==> config.mk <==
export PLATFORM = sky130hd
export DESIGN_NAME = pc_ras_unit_flat
export DESIGN_NICKNAME = d
export VERILOG_FILES = /design/src/rtl/pc_ras_unit_pkg.sv /design/src/rtl/pc_ras_unit_if.sv /design/src/rtl/pc_ras_unit_ras.sv /design/src/rtl/pc_ras_unit.sv /design/src/flat_wrapper.sv
export SDC_FILE = /design/constraint.sdc
export NUM_CORES = 1
export LEC_CHECK = 0
export ABC_CLOCK_PERIOD_IN_PS = 6790
export CAP_MARGIN = 15
export CORE_MARGIN = 1
export CORE_UTILIZATION = 40
export DETAILED_ROUTE_END_ITERATION = 10
export RECOVER_POWER = 25
export SLEW_MARGIN = 25
export SYNTH_ARGS = -nofsm -noshare
export SYNTH_HDL_FRONTEND = slang
export SYNTH_SLANG_ARGS = --single-unit
==> constraint.sdc <==
create_clock -name clk -period 6.79 [get_ports clk]
set_clock_uncertainty 0.05 [all_clocks]
set_input_delay 2.037 -clock clk [delete_from_list [all_inputs] [get_ports clk]]
set_output_delay 2.037 -clock clk [all_outputs]
set_load 0.01 [all_outputs]
==> src/rtl/pc_ras_unit_pkg.sv <==
// Shared types for the multi-program PC:
// opcode encodings, PC state, width helper.
package pc_ras_unit_pkg;

  typedef enum logic [4:0] {
    NOP  = 5'd0,
    BA   = 5'd1,
    BL   = 5'd2,
    BG   = 5'd3,
    BE   = 5'd4,
    CALL = 5'd5,
    RET  = 5'd6,
    HALT = 5'd7
  } op_t;

  typedef enum logic [1:0] {
    ST_RUN,
    ST_HALTED,
    ST_FAULT
  } pc_state_t;

  // program-id width, never zero
  function automatic int pid_w(input int n);
    return (n > 1) ? $clog2(n) : 1;
  endfunction

endpackage

==> src/rtl/pc_ras_unit_if.sv <==
// Decode/ROM-side bundle of the PC unit.
// master = decode side, slave = PC unit.
interface pc_ras_unit_if
  import pc_ras_unit_pkg::*;
#(
  parameter int PC_W     = 8,
  parameter int OFF_W    = 15,
  parameter int NUM_PROG = 3
) ();

  localparam int ID_W = pid_w(NUM_PROG);

  logic [ID_W-1:0]  prog_id;
  op_t              op;
  logic             z;
  logic             lt;
  logic [OFF_W-1:0] bamt;
  logic             stall;
  logic [PC_W-1:0]  PC;
  logic [ID_W-1:0]  prog_sel;
  logic             done;
  logic             fault;

  modport master (
    output prog_id, op, z, lt, bamt, stall,
    input  PC, prog_sel, done, fault
  );

  modport slave (
    input  prog_id, op, z, lt, bamt, stall,
    output PC, prog_sel, done, fault
  );

endinterface

==> src/rtl/pc_ras_unit_ras.sv <==
// Return-address LIFO with synchronous clear.
// Push when full / pop when empty are ignored.
module pc_ras #(
  parameter int DEPTH = 4,
  parameter int W     = 8
) (
  input  logic         clk,
  input  logic         clr_i,
  input  logic         push_i,
  input  logic         pop_i,
  input  logic [W-1:0] din_i,
  output logic [W-1:0] top_o,
  output logic         full_o,
  output logic         empty_o
);

  localparam int SP_W = $clog2(DEPTH + 1);

  logic [SP_W-1:0] sp_q, sp_d;
  logic [W-1:0]    mem_q [2**SP_W];
  logic            do_push, do_pop;

  assign full_o  = (sp_q == SP_W'(DEPTH));
  assign empty_o = (sp_q == '0);
  assign do_push = push_i && !full_o;
  assign do_pop  = pop_i && !empty_o;
  assign top_o   = mem_q[sp_q - SP_W'(1)];

  // next stack pointer
  always_comb begin
    sp_d = sp_q;
    if (do_push)     sp_d = sp_q + SP_W'(1);
    else if (do_pop) sp_d = sp_q - SP_W'(1);
  end

  // pointer register, cleared on reset
  always_ff @(posedge clk) begin
    if (clr_i) sp_q <= '0;
    else       sp_q <= sp_d;
  end

  // entry write on accepted push only
  always_ff @(posedge clk) begin
    if (!clr_i && do_push) mem_q[sp_q] <= din_i;
  end

endmodule

==> src/rtl/pc_ras_unit.sv <==
// Multi-program PC with branch resolve,
// CALL/RET through a RAS, HALT and fault states.
module pc_ras_unit
  import pc_ras_unit_pkg::*;
#(
  parameter int PC_W      = 8,
  parameter int OFF_W     = 15,
  parameter int NUM_PROG  = 3,
  parameter logic [NUM_PROG*PC_W-1:0] START =
    {8'd48, 8'd28, 8'd0},
  parameter int RAS_DEPTH = 4
) (
  input  logic         clk,
  input  logic         reset,
  pc_ras_unit_if.slave bus
);

  localparam int ID_W = pid_w(NUM_PROG);

  pc_state_t       st_q, st_d;
  logic [PC_W-1:0] pc_q, pc_d;
  logic [ID_W-1:0] sel_q;
  logic [ID_W-1:0] sel_id;
  logic [PC_W-1:0] start_pc;
  logic [PC_W-1:0] off;
  logic [PC_W-1:0] pc_inc;
  logic [PC_W-1:0] pc_tgt;
  logic [PC_W-1:0] ras_top;
  logic            ras_full, ras_empty;
  logic            push, pop;

  assign sel_id   = (int'(bus.prog_id) < NUM_PROG)
                  ? bus.prog_id : '0;
  assign start_pc = START[sel_id*PC_W +: PC_W];
  assign off      = PC_W'($signed(bus.bamt));
  assign pc_inc   = pc_q + PC_W'(1);
  assign pc_tgt   = pc_q + off;

  pc_ras #(
    .DEPTH (RAS_DEPTH),
    .W     (PC_W)
  ) u_ras (
    .clk     (clk),
    .clr_i   (reset),
    .push_i  (push),
    .pop_i   (pop),
    .din_i   (pc_inc),
    .top_o   (ras_top),
    .full_o  (ras_full),
    .empty_o (ras_empty)
  );

  // flag decode, next-PC mux and RAS control
  always_comb begin
    pc_d = pc_q;
    st_d = st_q;
    push = 1'b0;
    pop  = 1'b0;
    if (st_q == ST_RUN && !bus.stall && !reset) begin
      unique case (bus.op)
        BA: pc_d = pc_tgt;
        BL: pc_d = bus.lt ? pc_tgt : pc_inc;
        BG: pc_d = (!bus.lt && !bus.z)
                 ? pc_tgt : pc_inc;
        BE: pc_d = bus.z ? pc_tgt : pc_inc;
        CALL: begin
          if (ras_full) st_d = ST_FAULT;
          else begin
            push = 1'b1;
            pc_d = pc_tgt;
          end
        end
        RET: begin
          if (ras_empty) st_d = ST_FAULT;
          else begin
            pop  = 1'b1;
            pc_d = ras_top;
          end
        end
        HALT: st_d = ST_HALTED;
        default: pc_d = pc_inc;
      endcase
    end
  end

  // state, PC and program-select registers
  always_ff @(posedge clk) begin
    if (reset) begin
      pc_q  <= start_pc;
      sel_q <= sel_id;
      st_q  <= ST_RUN;
    end else begin
      pc_q  <= pc_d;
      st_q  <= st_d;
    end
  end

  assign bus.PC       = pc_q;
  assign bus.prog_sel = sel_q;
  assign bus.done     = (st_q == ST_HALTED);
  assign bus.fault    = (st_q == ST_FAULT);

endmodule
==> src/flat_wrapper.sv <==
// flat-port wrapper written by rule: the top's interface ports become plain ports
module pc_ras_unit_flat import pc_ras_unit_pkg::*;
#(
  parameter int PC_W      = 8,
  parameter int OFF_W     = 15,
  parameter int NUM_PROG  = 3,
  parameter logic [NUM_PROG*PC_W-1:0] START =
    {8'd48, 8'd28, 8'd0},
  parameter int RAS_DEPTH = 4
)
  (clk, reset, bus_prog_id, bus_op, bus_z, bus_lt, bus_bamt, bus_stall, bus_PC, bus_prog_sel, bus_done, bus_fault);
  pc_ras_unit_if #(.PC_W(PC_W), .OFF_W(OFF_W), .NUM_PROG(NUM_PROG)) bus_i ();
  input  logic clk;
  input  logic reset;
  input wire logic [$bits(bus_i.prog_id)-1:0] bus_prog_id;
  input wire logic [$bits(bus_i.op)-1:0] bus_op;
  input wire logic [$bits(bus_i.z)-1:0] bus_z;
  input wire logic [$bits(bus_i.lt)-1:0] bus_lt;
  input wire logic [$bits(bus_i.bamt)-1:0] bus_bamt;
  input wire logic [$bits(bus_i.stall)-1:0] bus_stall;
  output wire logic [$bits(bus_i.PC)-1:0] bus_PC;
  output wire logic [$bits(bus_i.prog_sel)-1:0] bus_prog_sel;
  output wire logic [$bits(bus_i.done)-1:0] bus_done;
  output wire logic [$bits(bus_i.fault)-1:0] bus_fault;
  assign bus_i.prog_id = bus_prog_id;
  assign bus_i.op = bus_op;
  assign bus_i.z = bus_z;
  assign bus_i.lt = bus_lt;
  assign bus_i.bamt = bus_bamt;
  assign bus_i.stall = bus_stall;
  assign bus_PC = bus_i.PC;
  assign bus_prog_sel = bus_i.prog_sel;
  assign bus_done = bus_i.done;
  assign bus_fault = bus_i.fault;
  pc_ras_unit #(.PC_W(PC_W), .OFF_W(OFF_W), .NUM_PROG(NUM_PROG), .START(START), .RAS_DEPTH(RAS_DEPTH)) u_core (.clk(clk), .reset(reset), .bus(bus_i));
endmodule
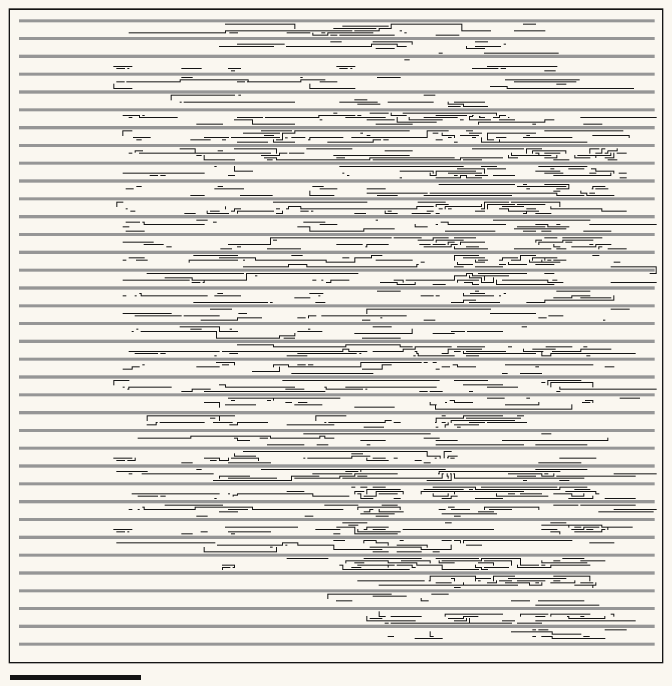
**Above:** run 1 (the metal 1 layer).
Scale bar: 20 µm. Supply wires on this layer in grey.
nets with wire on the layer: 294
longest straight run: 28.1 µm
wire length after detailed routing: 8080 µm
total number of vias: 2270
global routing met1 resource utilization: 0.232

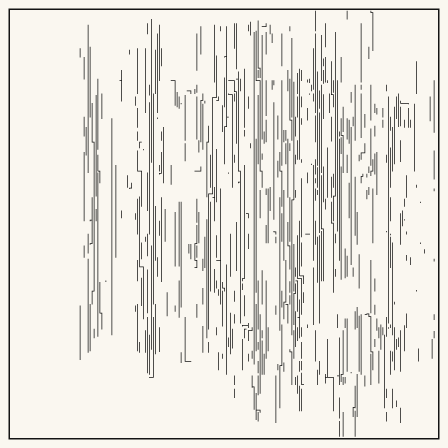
**Above:** run 1 (metal 2).
main direction: vertical
longest straight run: 77.2 µm

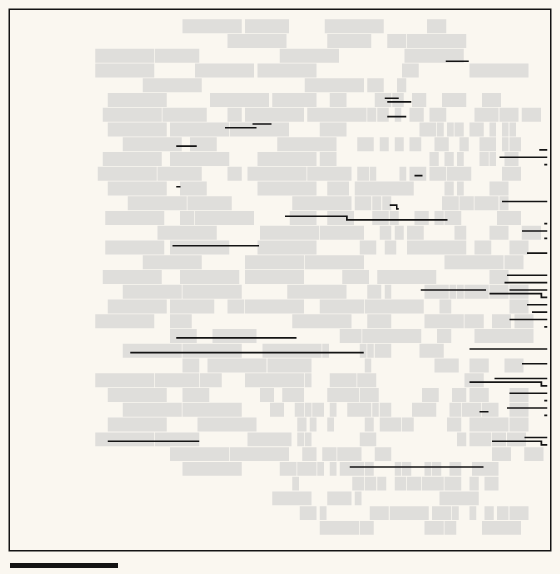
**Above:** run 1 (the metal 3 layer).
Scale bar: 20 µm. Cells faint in the background.
share of all routed wire: 4.2%
nets with wire on the layer: 39

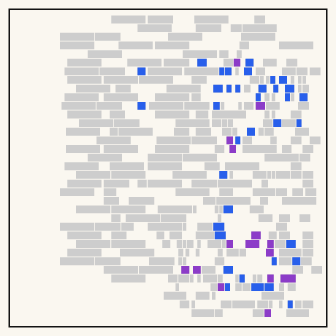
**Above:** run 1 (gate-type map).
legend:
  aoi and oai cells:
    colour: blue
    cells: 36
    most_used: a21oi_1
    where: a vertical strip on the right
  and/or cells:
    colour: purple
    cells: 15

==> results.sh, run 1 <==
# physical design summary
export IMPL_outcome="finished clean"
export IMPL_synth_warnings=0
export IMPL_synth_simple_area_share=0.101
export IMPL_worst_pin_slew_ps=1000
export IMPL_biggest_register="u_core.u_ras.mem_q"
export IMPL_tritoncts_num_buffers=9
export IMPL_post_route_drc_count=0
export IMPL_report_power_total_mw=1.05
export IMPL_worst_path_stages=3
export IMPL_detailroute_wirelength_met3_um=336
export IMPL_met1Wirelength_um=3830
export IMPL_max_slew_margin=0.326
export IMPL_worstHoldPathCells=2
export IMPL_cts_hold_repair_buffers=0
export IMPL_n_all_buffers=34
export IMPL_rr_worst_depth=7
export IMPL_grt_start_max_net_pins=26
export IMPL_finalSetupViolCount=0
export IMPL_whs_endpoint="u_core.st_q[0]"
export IMPL_yosys_register_bits=79
export IMPL_fin_area_um2=4470
export IMPL_warnings=36
export IMPL_drive_gt1_frac=0.154
export IMPL_row_count=35
export IMPL_sequentialPowerShare=0.542
export IMPL_tapcell_inserted=129
export IMPL_comb_cell_power_uw=138
export IMPL_first_iter_violations=114
export IMPL_final_comb_area_um2=1430
export IMPL_finalCoreUtilization=0.484
export IMPL_power_per_cell_area_nw_per_um2=235
export IMPL_nMultiInputCombCells=161
export IMPL_area_delta_synth_final_pct=17.4
export IMPL_clock_network_area_share=0.0445
export IMPL_layout_filler_cells=789
export IMPL_critical_path_data_required_time_ps=6720
export IMPL_edf_count=74
export IMPL_total_switching_power_uw=288
export IMPL_grt_antenna_before_repair=0
export IMPL_p_clk_uw=344
export IMPL_cts_tree="yes"
export IMPL_n_clock_buffer=9
export IMPL_placement_io_buffers=31
export IMPL_number_of_sinks_driven_by_the_clock_tree=79
export IMPL_clk_pin_slew_ps=100
export IMPL_min_period_over_period=0.671
export IMPL_synthAdderAreaFrac=0.0480
export IMPL_finalSetupTns_ps=0
export IMPL_seq_cell_power_uw=570
export IMPL_maxPowerGroup="registers"
export IMPL_worstSetupEndpoint="u_core.u_ras.mem_q[7][0]"
export IMPL_fin_ws_ps=2240
export IMPL_synthTopCellsByArea="sky130_fd_sc_hd__edfxtp_1 58%, sky130_fd_sc_hd__mux4_2 9.5%, sky130_fd_sc_hd__ha_1 4.3%"
export IMPL_timing_final_max_slew_violations=0
export IMPL_met2WireLength_um=3830
export IMPL_netlist_top_cell_by_instances="sky130_fd_sc_hd__edfxtp_1"
export IMPL_ff2ff_setup_slack_ps=3700
export IMPL_route_detailed_wl_per_inst_um=18.9
export IMPL_ys_chip_area_um2=3810
export IMPL_fin_hold_ws_ps=448
export IMPL_ir_worst_vdd_v=0.0000914
export IMPL_design_seq_count=79
export IMPL_worst_r2r_endpoint="u_core.bus.PC[0]"
export IMPL_die_h_um=99.6
export IMPL_grt_ovfl_total=0
export IMPL_startpoint="reset"
export IMPL_met2_usage=0.291
export IMPL_htree_levels=3
export IMPL_gr_max_usage_layer="met2"
export IMPL_clkLatencyLatePin_ps=350
export IMPL_netlist_area_leader_share=0.584
export IMPL_largest_cell_class="sequential cells"
export IMPL_final_cell_mix="74 x sky130_fd_sc_hd__edfxtp_1, 31 x sky130_fd_sc_hd__clkdlybuf4s50_1, 19 x sky130_fd_sc_hd__nor2_1"
export IMPL_cp_buffers_inverters=1
export IMPL_netlist_instances=256
export IMPL_synthDistinctLibCells=50
export IMPL_p_leak_nw=1.44
export IMPL_ys_cells=256
export IMPL_synth_area_mux_share=0.109
export IMPL_synth_comb_largest_family="multiplexers"
export IMPL_synthArstFlopShare=0
export IMPL_final_hold_viol_count=0
export IMPL_uppermost_layer_routed="met4"
export IMPL_p_sw_frac=0.274
export IMPL_fp_util=0.412
export IMPL_floorplan_core_area_um2=9240
export IMPL_detailedPlace_worstSlack_ps=1790
export IMPL_grt_first_pass_wirelength_um=12800
export IMPL_worst_hold_startpoint="u_core.st_q[0]"
export IMPL_area_share_sequential=0.519
export IMPL_crit_chain="clkdlybuf4s50_1 -> or4_1 -> nor2_1"
export IMPL_syn_num_nets=297
export IMPL_grtUsageTotal=0.175
export IMPL_timing_max_cap_violations=0
export IMPL_cts_repair_resized=0
export IMPL_layout_min_cycle_time_ps=4550
export IMPL_final_cell_count_no_fill=427
==> inputs of run 2 (changes only) <==
Settings changed: ABC_CLOCK_PERIOD_IN_PS 6790 to 4500.
Clock period 6.79 ns to 4.5 ns, I/O delays scaled along.
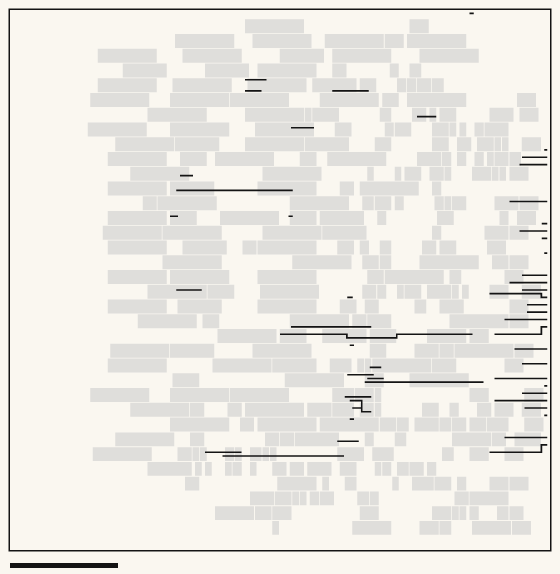
**Above:** run 2 (the metal 3 layer).
Scale bar: 20 µm. Cells faint in the background.
share of all routed wire: 4.1%
wire length on this layer: 308 µm
longest straight run: 22.1 µm
main direction: horizontal

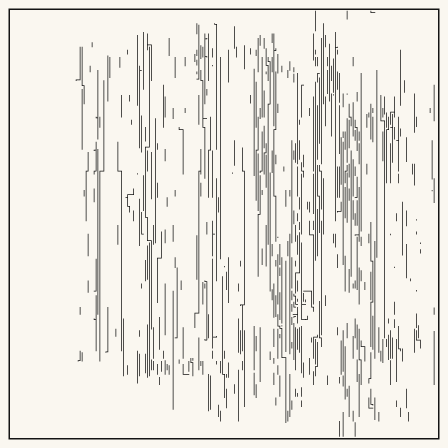
**Above:** run 2 (metal 2).
nets with wire on the layer: 281
longest straight run: 50.5 µm
total number of vias: 2303
wire length after detailed routing: 7550 µm

==> run 2 against run 1 <==
Effect of this change: global-route usage fell by 1.1 points; clock-buffer cell count did not move; largest power group unchanged; sequential cell count did not move; via count rose by 1.5%; combinational power rose by about 50%; clock power rose by 55%; cell area rose by 1.7%; wire length fell by 6.6%; area after synthesis did not move; critical path depth rose by 2; worst hold slack got worse by 4.6 ps; power rose by 52%.
==> results.sh, run 2 <==
# physical design summary
export IMPL_place_gp_congestion=0.759
export IMPL_synthDistinctLibCells=50
export IMPL_worst_setup_path_end_kind="register"
export IMPL_final_hold_viol_count=0
export IMPL_biggest_register="u_core.u_ras.mem_q"
export IMPL_netlist_top_cell_by_instances="sky130_fd_sc_hd__edfxtp_1"
export IMPL_area_delta_synth_final_pct=19.4
export IMPL_finalSetupViolCount=0
export IMPL_warnings=36
export IMPL_design_seq_count=79
export IMPL_synth_cell_area_um2=3810
export IMPL_synth_simple_area_share=0.101
export IMPL_critical_path_max_stage_delay_ps=620
export IMPL_synth_warnings=0
export IMPL_edf_count=74
export IMPL_dpl_instance_area_um2=4340
export IMPL_layout_min_cycle_time_ps=3350
export IMPL_fin_hold_ws_ps=443
export IMPL_clk_pin_slew_ps=90
export IMPL_cp_buffers_inverters=1
export IMPL_timing_max_cap_violations=0
export IMPL_whs_endpoint="u_core.st_q[0]"
export IMPL_row_count=35
export IMPL_grt_antenna_before_repair=0
export IMPL_worst_path_stages=5
export IMPL_comb_cell_power_uw=207
export IMPL_worst_r2r_endpoint="u_core.bus.PC[1]"
export IMPL_final_comb_area_um2=1420
export IMPL_placement_io_buffers=31
export IMPL_grtUsageTotal=0.164
export IMPL_timing_final_max_slew_violations=0
export IMPL_endpoint_arrival_time_on_the_critical_path_ps=3390
export IMPL_area_share_sequential=0.511
export IMPL_io_pins=39
export IMPL_number_of_sinks_driven_by_the_clock_tree=79
export IMPL_met2WireLength_um=3530
export IMPL_min_period_over_period=0.745
export IMPL_p_clk_uw=534
export IMPL_sh_comb_area=0.312
export IMPL_report_power_total_mw=1.60
export IMPL_final_seq_area_um2=2320
export IMPL_floorplan_core_area_um2=9240
export IMPL_synth_top_flop_cell="sky130_fd_sc_hd__edfxtp_1"
export IMPL_route_detailed_wl_per_inst_um=17.3
export IMPL_clock_network_area_share=0.0446
export IMPL_maxPowerGroup="registers"
export IMPL_met1_usage=0.215
export IMPL_p_leak_nw=1.50
export IMPL_n_all_buffers=44
export IMPL_grt_first_pass_wirelength_um=11900
export IMPL_worst_pin_slew_ps=804
export IMPL_synth_comb_largest_family="multiplexers"
export IMPL_detailedPlace_worstSlack_ps=780
export IMPL_uppermost_layer_routed="met4"
export IMPL_critPathTopFamily="AND-OR/OR-AND gates"
export IMPL_layout_nets=344
export IMPL_number_of_placed_instances_taps_included=421
export IMPL_nMultiInputCombCells=161
export IMPL_tritoncts_num_buffers=9
export IMPL_ff2ff_setup_slack_ps=1830
export IMPL_total_switching_power_uw=403
export IMPL_yosys_register_bits=79
export IMPL_finalCoreUtilization=0.492
export IMPL_gr_max_usage_layer="met2"
export IMPL_largest_cell_class="sequential cells"
export IMPL_cts_tree="yes"
export IMPL_max_slew_margin=0.460
export IMPL_fin_area_um2=4540
export IMPL_seq_area_frac_synth=0.610
export IMPL_fp_util=0.412
export IMPL_grt_ovfl_total=0
export IMPL_grt_start_max_net_pins=26
export IMPL_syn_num_nets=297
export IMPL_htree_levels=3
export IMPL_cts_repair_resized=0
export IMPL_timing_critical_path_fanout_max=10
export IMPL_critical_path_data_required_time_ps=4540
export IMPL_final_cell_count_no_fill=437
export IMPL_power_per_cell_area_nw_per_um2=352
export IMPL_synth_area_mux_share=0.109
export IMPL_clkLatencyLatePin_ps=350
export IMPL_startpoint="bus_op[0]"
export IMPL_die_h_um=99.6
export IMPL_crit_chain="clkdlybuf4s50_1 -> or4b_4 -> a311o_4 -> a222oi_1 -> nor2_1"
export IMPL_worstSetupEndpoint="u_core.bus.PC[1]"
export IMPL_worstReg2RegStart="u_core.u_ras.sp_q[1]"
export IMPL_tapcell_inserted=129
export IMPL_worstHoldPathCells=2
export IMPL_drt_vias_per_instance=5.27
export IMPL_drive_gt1_frac=0.175
export IMPL_detailroute_wirelength_met3_um=307
export IMPL_netlist_area_leader_share=0.584
export IMPL_synthArstFlopShare=0
export IMPL_buf_share=0.0898
export IMPL_xor_share=0.0322
export IMPL_first_iter_violations=151
export IMPL_ir_worst_vdd_v=0.000133
export IMPL_outcome="finished clean"
export IMPL_final_cell_mix="74 x sky130_fd_sc_hd__edfxtp_1, 31 x sky130_fd_sc_hd__clkdlybuf4s50_1, 19 x sky130_fd_sc_hd__nor2_1"
export IMPL_seq_cell_power_uw=860
export IMPL_ys_cells=256
export IMPL_fin_ws_ps=1150
export IMPL_cts_hold_repair_buffers=0
export IMPL_synthAdderAreaFrac=0.0480
export IMPL_rr_worst_depth=7
export IMPL_met1Wirelength_um=3590
export IMPL_ys_chip_area_um2=3810
export IMPL_met2_usage=0.268
export IMPL_layout_filler_cells=797
export IMPL_post_route_drc_count=0
export IMPL_n_clock_buffer=9
export IMPL_sequentialPowerShare=0.537
export IMPL_synthTopCellsByArea="sky130_fd_sc_hd__edfxtp_1 58%, sky130_fd_sc_hd__mux4_2 9.5%, sky130_fd_sc_hd__ha_1 4.3%"
export IMPL_finalSetupTns_ps=0
export IMPL_netlist_instances=256
export IMPL_p_sw_frac=0.252
export IMPL_worst_hold_startpoint="u_core.st_q[0]"
==> inputs of run 3 (changes only) <==
Settings changed: ABC_CLOCK_PERIOD_IN_PS 4500 to 2920.
Clock period 4.5 ns to 2.92 ns, I/O delays scaled along.
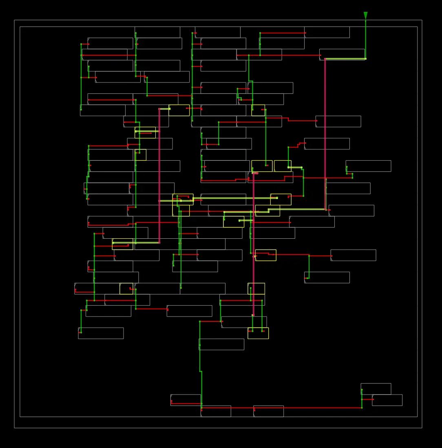
**Above:** run 3 (the clock network).
CTS Buf Count: 9
clock latency reported for the late side of the worst-skew pair: 350 ps
number of sequential cells: 79
count of clock-net buffers in the final layout: 9
number of sinks driven by the clock tree: 79

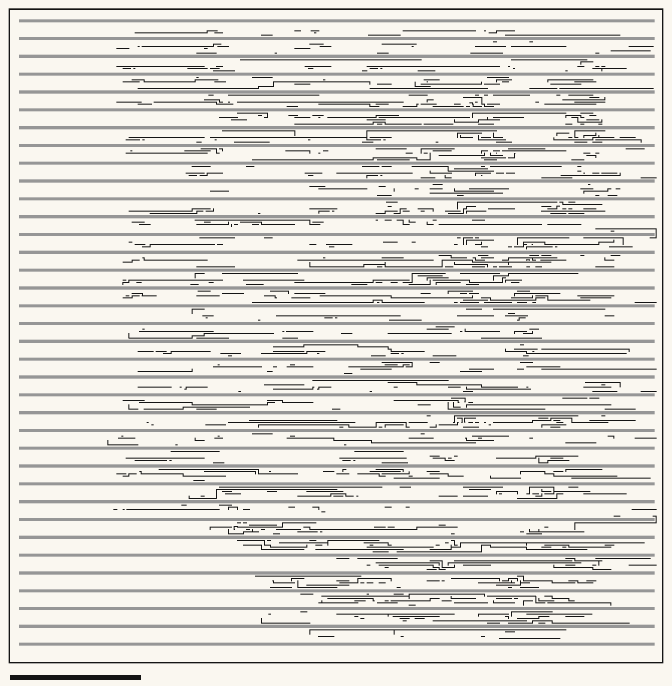
**Above:** run 3 (the metal 1 layer).
Scale bar: 20 µm. Supply wires on this layer in grey.
wire length on this layer: 3470 µm
main direction: horizontal

==> run 3 against run 2 <==
Effect of this change: critical path depth is 3 higher; wire length decreased by 2.3%; core utilization is 1.7 points higher; cell area is 3.5% higher; die area is the same; via count rose by 2.1%; sequential cell count stayed put; register-to-register slack worse by 1500 ps; worst hold slack improved by 9.7 ps; cell count is 4.8% higher; sequential power increased by 53%.
==> results.sh, run 3 <==
# physical design summary
export IMPL_drt_vias_per_instance=5.13
export IMPL_worst_r2r_endpoint="u_core.bus.PC[0]"
export IMPL_synthTopCellsByArea="sky130_fd_sc_hd__edfxtp_1 58%, sky130_fd_sc_hd__mux4_2 9.5%, sky130_fd_sc_hd__ha_1 4.3%"
export IMPL_endpoint_arrival_time_on_the_critical_path_ps=2820
export IMPL_n_all_buffers=65
export IMPL_place_gp_congestion=0.748
export IMPL_row_count=35
export IMPL_drt_wl_total_um=7380
export IMPL_ff2ff_setup_slack_ps=380
export IMPL_drive_gt1_frac=0.234
export IMPL_ys_chip_area_um2=3810
export IMPL_final_cell_mix="74 x sky130_fd_sc_hd__edfxtp_1, 33 x sky130_fd_sc_hd__buf_4, 29 x sky130_fd_sc_hd__clkdlybuf4s50_1"
export IMPL_finalSetupViolCount=0
export IMPL_grt_ovfl_total=0
export IMPL_buf_share=0.119
export IMPL_met1_usage=0.218
export IMPL_layout_nets=365
export IMPL_tapcell_inserted=129
export IMPL_synth_comb_largest_family="multiplexers"
export IMPL_sequentialPowerShare=0.538
export IMPL_worstSetupEndpoint="u_core.bus.PC[4]"
export IMPL_min_period_over_period=0.949
export IMPL_max_slew_margin=0.521
export IMPL_worstReg2RegStart="u_core.u_ras.sp_q[1]"
export IMPL_fin_hold_ws_ps=453
export IMPL_outcome="finished clean"
export IMPL_area_share_sequential=0.494
export IMPL_worst_setup_path_end_kind="register"
export IMPL_detailedPlace_worstSlack_ps=-225
export IMPL_rr_worst_depth=6
export IMPL_timing_final_max_slew_violations=0
export IMPL_whs_endpoint="u_core.st_q[0]"
export IMPL_final_hold_viol_count=0
export IMPL_met2_usage=0.262
export IMPL_worst_pin_slew_ps=714
export IMPL_synth_cell_area_um2=3810
export IMPL_cp_buffers_inverters=1
export IMPL_yosys_register_bits=79
export IMPL_placement_io_buffers=31
export IMPL_power_per_cell_area_nw_per_um2=524
export IMPL_post_route_drc_count=0
export IMPL_maxPowerGroup="registers"
export IMPL_xor_share=0.0322
export IMPL_synthDistinctLibCells=50
export IMPL_timing_critical_path_fanout_max=3
export IMPL_final_cell_count_no_fill=458
export IMPL_synth_simple_area_share=0.101
export IMPL_worst_path_stages=8
export IMPL_report_power_total_mw=2.46
export IMPL_io_pins=39
export IMPL_clock_network_area_share=0.0423
export IMPL_netlist_instances=256
export IMPL_dpl_instance_area_um2=4510
export IMPL_nMultiInputCombCells=161
export IMPL_layout_min_cycle_time_ps=2770
export IMPL_grt_start_max_net_pins=24
export IMPL_detailroute_wirelength_met3_um=287
export IMPL_gr_max_usage_layer="met2"
export IMPL_floorplan_core_area_um2=9240
export IMPL_die_h_um=99.6
export IMPL_p_clk_uw=803
export IMPL_route_vias_total=2351
export IMPL_netlist_top_cell_by_instances="sky130_fd_sc_hd__edfxtp_1"
export IMPL_comb_cell_power_uw=336
export IMPL_layout_filler_cells=783
export IMPL_htree_levels=3
export IMPL_startpoint="bus_bamt[0]"
export IMPL_final_comb_area_um2=1430
export IMPL_seq_cell_power_mw=1.32
export IMPL_first_iter_violations=141
export IMPL_cts_hold_repair_buffers=0
Power and IR drop assume default switching activity.
